===== src/rtl/mux_pipe_skid_pkg.sv =====
// -----------------------------------------------------------------------------
// Package: mux_pipe_skid_pkg
// Purpose: Shared definitions for the mux_pipe_skid operand-select stage.
//   - State encodings of the two-entry skid buffer. Each state's value equals
//     the number of held beats, so the state register can drive the
//     occupancy output directly.
//   - clog2(): ceiling log2, used to derive the select width from the number
//     of sources.
// Ports: none (package).
// -----------------------------------------------------------------------------
package mux_pipe_skid_pkg;

  // Skid buffer states. The encoding equals the number of held beats.
  localparam logic [1:0] ST_EMPTY = 2'd0;
  localparam logic [1:0] ST_ONE   = 2'd1;
  localparam logic [1:0] ST_FULL  = 2'd2;

  // Ceiling log2 for elaboration-time width derivation. A value of 1 or
  // less returns 0. Callers only use it with n >= 2.
  function automatic int clog2(input int n);
    int r;
    int v;
    r = 0;
    v = n - 1;
    while (v > 0) begin
      r = r + 1;
      v = v >> 1;
    end
    return r;
  endfunction

endpackage : mux_pipe_skid_pkg


===== src/rtl/mux_pipe_skid_mux_n.sv =====
// -----------------------------------------------------------------------------
// Module: mux_n
// Purpose: Purely combinational N-way selector. It returns source 'sel' of a
//   packed source bus. A select value of NUM_IN or more has no matching
//   source, so in that case the output falls back to source 0.
// Ports:
//   in_data  in   NUM_IN*W  packed sources; source i is in_data[i*W +: W]
//   sel      in   SEL_W     source index
//   out_data out  W         selected source
// -----------------------------------------------------------------------------
module mux_n
  import mux_pipe_skid_pkg::*;
#(
  parameter int W      = 32,
  parameter int NUM_IN = 4,
  parameter int SEL_W  = clog2(NUM_IN)
) (
  input  logic [NUM_IN*W-1:0] in_data,
  input  logic [SEL_W-1:0]    sel,
  output logic [W-1:0]        out_data
);

  // NOTE: every signal written in always_comb gets a default on entry. A
  // path that leaves it unassigned would otherwise infer a latch. Here the
  // default is source 0, which also serves as the out-of-range fallback.
  always_comb begin
    out_data = in_data[0 +: W];
    for (int i = 1; i < NUM_IN; i++) begin
      if (sel == SEL_W'(i)) begin
        out_data = in_data[i*W +: W];
      end
    end
  end

endmodule : mux_n


===== src/rtl/mux_pipe_skid.sv =====
// -----------------------------------------------------------------------------
// Module: mux_pipe_skid
// Purpose: Parametrised N-way operand selector with a registered valid/ready
//   output stage. The selected source and its select value form one beat.
//   Accepted beats are held in a two-entry skid buffer (main + skid register)
//   that decouples producer and consumer at full throughput. in_ready is
//   registered, and no combinational path runs from in_* to out_*.
// Ports:
//   clk        in   1         rising-edge clock
//   rst_n      in   1         asynchronous active-low reset
//   in_data    in   NUM_IN*W  packed sources; source i is in_data[i*W +: W]
//   in_sel     in   SEL_W     source index, sampled on accept
//   in_valid   in   1         producer offers a beat
//   in_ready   out  1         registered; block can accept a beat
//   flush      in   1         synchronous discard of all held beats
//   out_data   out  W         head beat data
//   out_src    out  SEL_W     select value that produced out_data
//   out_valid  out  1         head beat present
//   out_ready  in   1         consumer takes the head beat
//   occupancy  out  2         number of held beats, 0..2
// -----------------------------------------------------------------------------
module mux_pipe_skid
  import mux_pipe_skid_pkg::*;
#(
  parameter int W      = 32,
  parameter int NUM_IN = 4,
  parameter int SEL_W  = clog2(NUM_IN)
) (
  input  logic                clk,
  input  logic                rst_n,
  input  logic [NUM_IN*W-1:0] in_data,
  input  logic [SEL_W-1:0]    in_sel,
  input  logic                in_valid,
  output logic                in_ready,
  input  logic                flush,
  output logic [W-1:0]        out_data,
  output logic [SEL_W-1:0]    out_src,
  output logic                out_valid,
  input  logic                out_ready,
  output logic [1:0]          occupancy
);

  // ---------------------------------------------------------------------------
  // Operand select
  // ---------------------------------------------------------------------------
  logic [W-1:0] sel_data;

  mux_n #(
    .W      (W),
    .NUM_IN (NUM_IN),
    .SEL_W  (SEL_W)
  ) u_mux_n (
    .in_data  (in_data),
    .sel      (in_sel),
    .out_data (sel_data)
  );

  // ---------------------------------------------------------------------------
  // State and storage
  // ---------------------------------------------------------------------------
  logic [1:0]       state_q,     state_d;
  logic [W-1:0]     main_data_q, main_data_d;
  logic [SEL_W-1:0] main_src_q,  main_src_d;
  logic [W-1:0]     skid_data_q, skid_data_d;
  logic [SEL_W-1:0] skid_src_q,  skid_src_d;
  logic             in_ready_q,  in_ready_d;

  logic accept;
  logic pop;

  // Both handshakes are seen by the same edge. in_ready_q is already 0 in
  // FULL, so an accept can never overflow the buffer.
  assign accept = in_valid & in_ready_q;
  assign pop    = (state_q != ST_EMPTY) & out_ready;

  // ---------------------------------------------------------------------------
  // Next-state logic
  // ---------------------------------------------------------------------------
  always_comb begin
    state_d     = state_q;
    main_data_d = main_data_q;
    main_src_d  = main_src_q;
    skid_data_d = skid_data_q;
    skid_src_d  = skid_src_q;

    if (flush) begin
      // Flush wins over accept and pop. Any beat offered in this cycle is
      // dropped. The data registers keep stale contents, and out_valid=0
      // hides them.
      state_d = ST_EMPTY;
    end else begin
      case (state_q)
        ST_EMPTY: begin
          if (accept) begin
            state_d     = ST_ONE;
            main_data_d = sel_data;
            main_src_d  = in_sel;
          end
        end
        ST_ONE: begin
          if (accept && !pop) begin
            // The head beat is stalled, so the new beat parks behind it.
            state_d     = ST_FULL;
            skid_data_d = sel_data;
            skid_src_d  = in_sel;
          end else if (accept && pop) begin
            // Streaming: the new beat replaces the departing head.
            main_data_d = sel_data;
            main_src_d  = in_sel;
          end else if (pop) begin
            state_d = ST_EMPTY;
          end
        end
        ST_FULL: begin
          // No accept is possible here. A pop promotes the parked beat to
          // the head, which keeps FIFO order.
          if (pop) begin
            state_d     = ST_ONE;
            main_data_d = skid_data_q;
            main_src_d  = skid_src_q;
          end
        end
        default: begin
          state_d = ST_EMPTY;
        end
      endcase
    end

    // in_ready is taken from the next state, so the register is correct in
    // the cycle after any transition. That includes the cycle right after a
    // pop from FULL.
    in_ready_d = (state_d != ST_FULL);
  end

  // ---------------------------------------------------------------------------
  // Registers
  // ---------------------------------------------------------------------------
  // NOTE: the data registers get a reset as well as the control state.
  // These are only a few flops, not a memory array, and the output data must
  // read as zero straight out of reset.
  always_ff @(posedge clk or negedge rst_n) begin
    if (!rst_n) begin
      state_q     <= ST_EMPTY;
      main_data_q <= '0;
      main_src_q  <= '0;
      skid_data_q <= '0;
      skid_src_q  <= '0;
      in_ready_q  <= 1'b1;
    end else begin
      // NOTE: sequential state always uses non-blocking assignment. Every
      // register then updates from values sampled before the edge.
      state_q     <= state_d;
      main_data_q <= main_data_d;
      main_src_q  <= main_src_d;
      skid_data_q <= skid_data_d;
      skid_src_q  <= skid_src_d;
      in_ready_q  <= in_ready_d;
    end
  end

  // ---------------------------------------------------------------------------
  // Outputs
  // ---------------------------------------------------------------------------
  assign in_ready  = in_ready_q;
  assign out_data  = main_data_q;
  assign out_src   = main_src_q;
  assign out_valid = (state_q != ST_EMPTY);
  assign occupancy = state_q;

endmodule : mux_pipe_skid


===== config.mk =====
export PLATFORM = sky130hd
export DESIGN_NAME = mux_pipe_skid
export DESIGN_NICKNAME = d
export VERILOG_FILES = /design/src/rtl/mux_pipe_skid_pkg.sv /design/src/rtl/mux_pipe_skid_mux_n.sv /design/src/rtl/mux_pipe_skid.sv
export SDC_FILE = /design/constraint.sdc
export NUM_CORES = 1
export LEC_CHECK = 0
export ABC_AREA = 1
export CAP_MARGIN = 20
export CORE_MARGIN = 8
export CORE_UTILIZATION = 45
export CTS_BUF_LIST = sky130_fd_sc_hd__clkbuf_16
export DETAILED_ROUTE_END_ITERATION = 12
export GPL_TIMING_DRIVEN = 0
export PLACE_DENSITY = 0.78
export RECOVER_POWER = 25
export SLEW_MARGIN = 5
export SYNTH_ARGS = -nofsm -noshare
export SYNTH_HDL_FRONTEND = slang
export SYNTH_SLANG_ARGS = --single-unit

===== constraint.sdc =====
create_clock -name clk -period 2.7 [get_ports clk]
set_input_delay 0.27 -clock clk [delete_from_list [all_inputs] [get_ports clk]]
set_output_delay 0.27 -clock clk [all_outputs]
set_load 0.1 [all_outputs]

Fig. 1: floorplan with the power grid
(4 px per µm) Pins as bars on the die edge. Tap cells in grey.
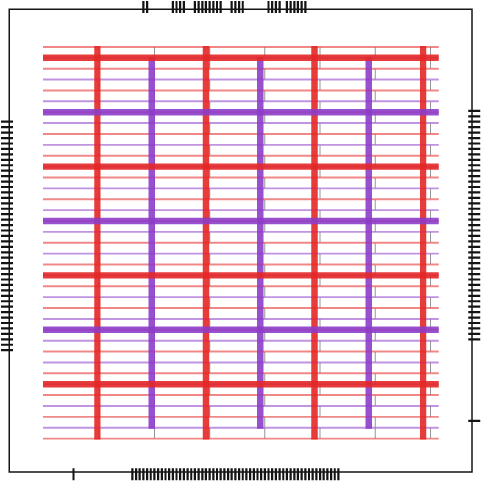
legend:
  purple:
    net: VDD
  red:
    net: VSS
met1 rails: 37
met5 straps: 7
signal pins: 173
met4 straps: 7

Fig. 2: placement by cell class
(4 px per µm) Fill, decap, tap and diode cells in grey.
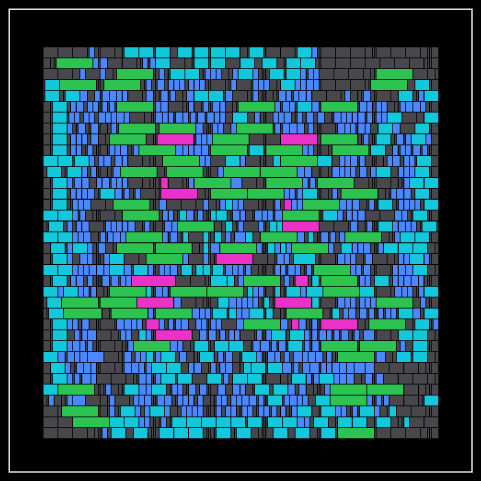
legend:
  cyan:
    class: other buffers and delay cells
    cells: 211
  green:
    class: flops
    cells: 71
  blue:
    class: combinational and other logic
    cells: 583
  magenta:
    class: clock drivers and dummy loads
    cells: 15

==> notes.md <==
flow finished, numbers: clock power share=0.244, largest area contributor in the netlist=dfrtp_1, I/O Pins=173, Max Cap Viol=1, worst clock skew=roughly 0.0055 ns, yosys stat cell total=692, total gr overflow=0, arrival time worst endpoint=2.07 ns, CP delay by family, top=buffers and inverters, total track usage=0.237, Die W=approximately 120 µm, Worst Path Buf+Inv=2, clk_lat worst skew=0.33 ns, Final HPWL DP=roughly 12,000 µm, DIE AREA=between 10,000 and 15,000 µm², Rows=36, CTS tree=yes, Worst Setup SP=occupancy[1], Area contributors post-synth=dfrtp_1, nand2_1, nand3_1, Seq share, synth=0.401, I/O Buffers=roughly 170, failing checks=capacitance limit, slew limit, post-route setup slack=~0.36 ns, R2R depth=6, Final #Nets=slightly above 1,000, Power Dens Cells=between 700 and 800 nW/µm², largest net degree at the start of global routing=around 70, initial antenna violation count=0, Detailed Route Iter0 Violations=338, Syn. warnings=0, crit path kind=flip-flop to output pin, most numerous logic cells after layout=nand2_1, clkdlybuf4s50_1, nand3_1, yosys stat chip area=4440 µm², outcome=complete, but fails checks, Pins Over Slew Limit=~70, post-CTS setup buffer count=0, Comb power frac=0.443, Flops after synth=71
-- final cells by class --
| type | count | share of cell area |
|---|---|---|
| buffer | 38 | 0.0320 |
| clock buffer | 9 | 0.0341 |
| clock inverter | 6 | 0.00946 |
| inverter | 103 | 0.0585 |
| multi-input combinational | 480 | 0.312 |
| sequential | 71 | 0.269 |
| tap | 133 | 0.0252 |
| timing repair buffer | 173 | 0.260 |
-- cells by family (layout without fill, tap and decap cells) --
kind of cell | count (synthesis) | count (layout) | share of synthesized area
flip-flops | 71 | 71 | 0.401
AND/OR/NAND/NOR | 432 | 432 | 0.407
buffers and inverters | 141 | 329 | 0.135
AND-OR/OR-AND | 48 | 48 | 0.0572
-- power by group through the flow --
stage	combinational, mW	sequential [mW]	clock (mW)
6_report	2.09	1.47	1.15
5_1_grt	2.23	1.50	1.22
4_1_cts	2.11	1.47	1.16
3_5_place_dp	2.09	1.48	0
3_3_place_gp	2.06	1.47	0
2_1_floorplan	0.522	2.38	0
-- per-stage QoR --
stage,hold WS [ns],std cells,setup TNS [ns]
floorplan,-0.0256,692,0
global placement,0.462,996,-71.88
detailed placement,0.0778,997,0
CTS,0.286,1013,0
global route,0.299,1013,0
finish,0.281,1013,0
-- metal layers --
metal,vias to the layer above,global-route usage,share of wire
met2,225,0.415,0.50
met4,0,0.0841,0.021
li1,2502,-,-
met3,29,0.0578,0.083
met1,2393,0.275,0.40
met5,-,0,0
-- how the worst min path moves through the flow --
stage | to | slack, ns | depth (start not counted)
5_1_grt | out_data[4] | 0.30 | 2
3_3_place_gp | out_data[15] | 0.46 | 2
3_5_place_dp | out_data[4] | 0.08 | 1
4_1_cts | out_data[4] | 0.29 | 2
2_1_floorplan | occupancy[0] | -0.03 | 0
6_report | out_data[4] | 0.28 | 2
Power figures rest on the tool's default switching activity, not on a simulated workload.
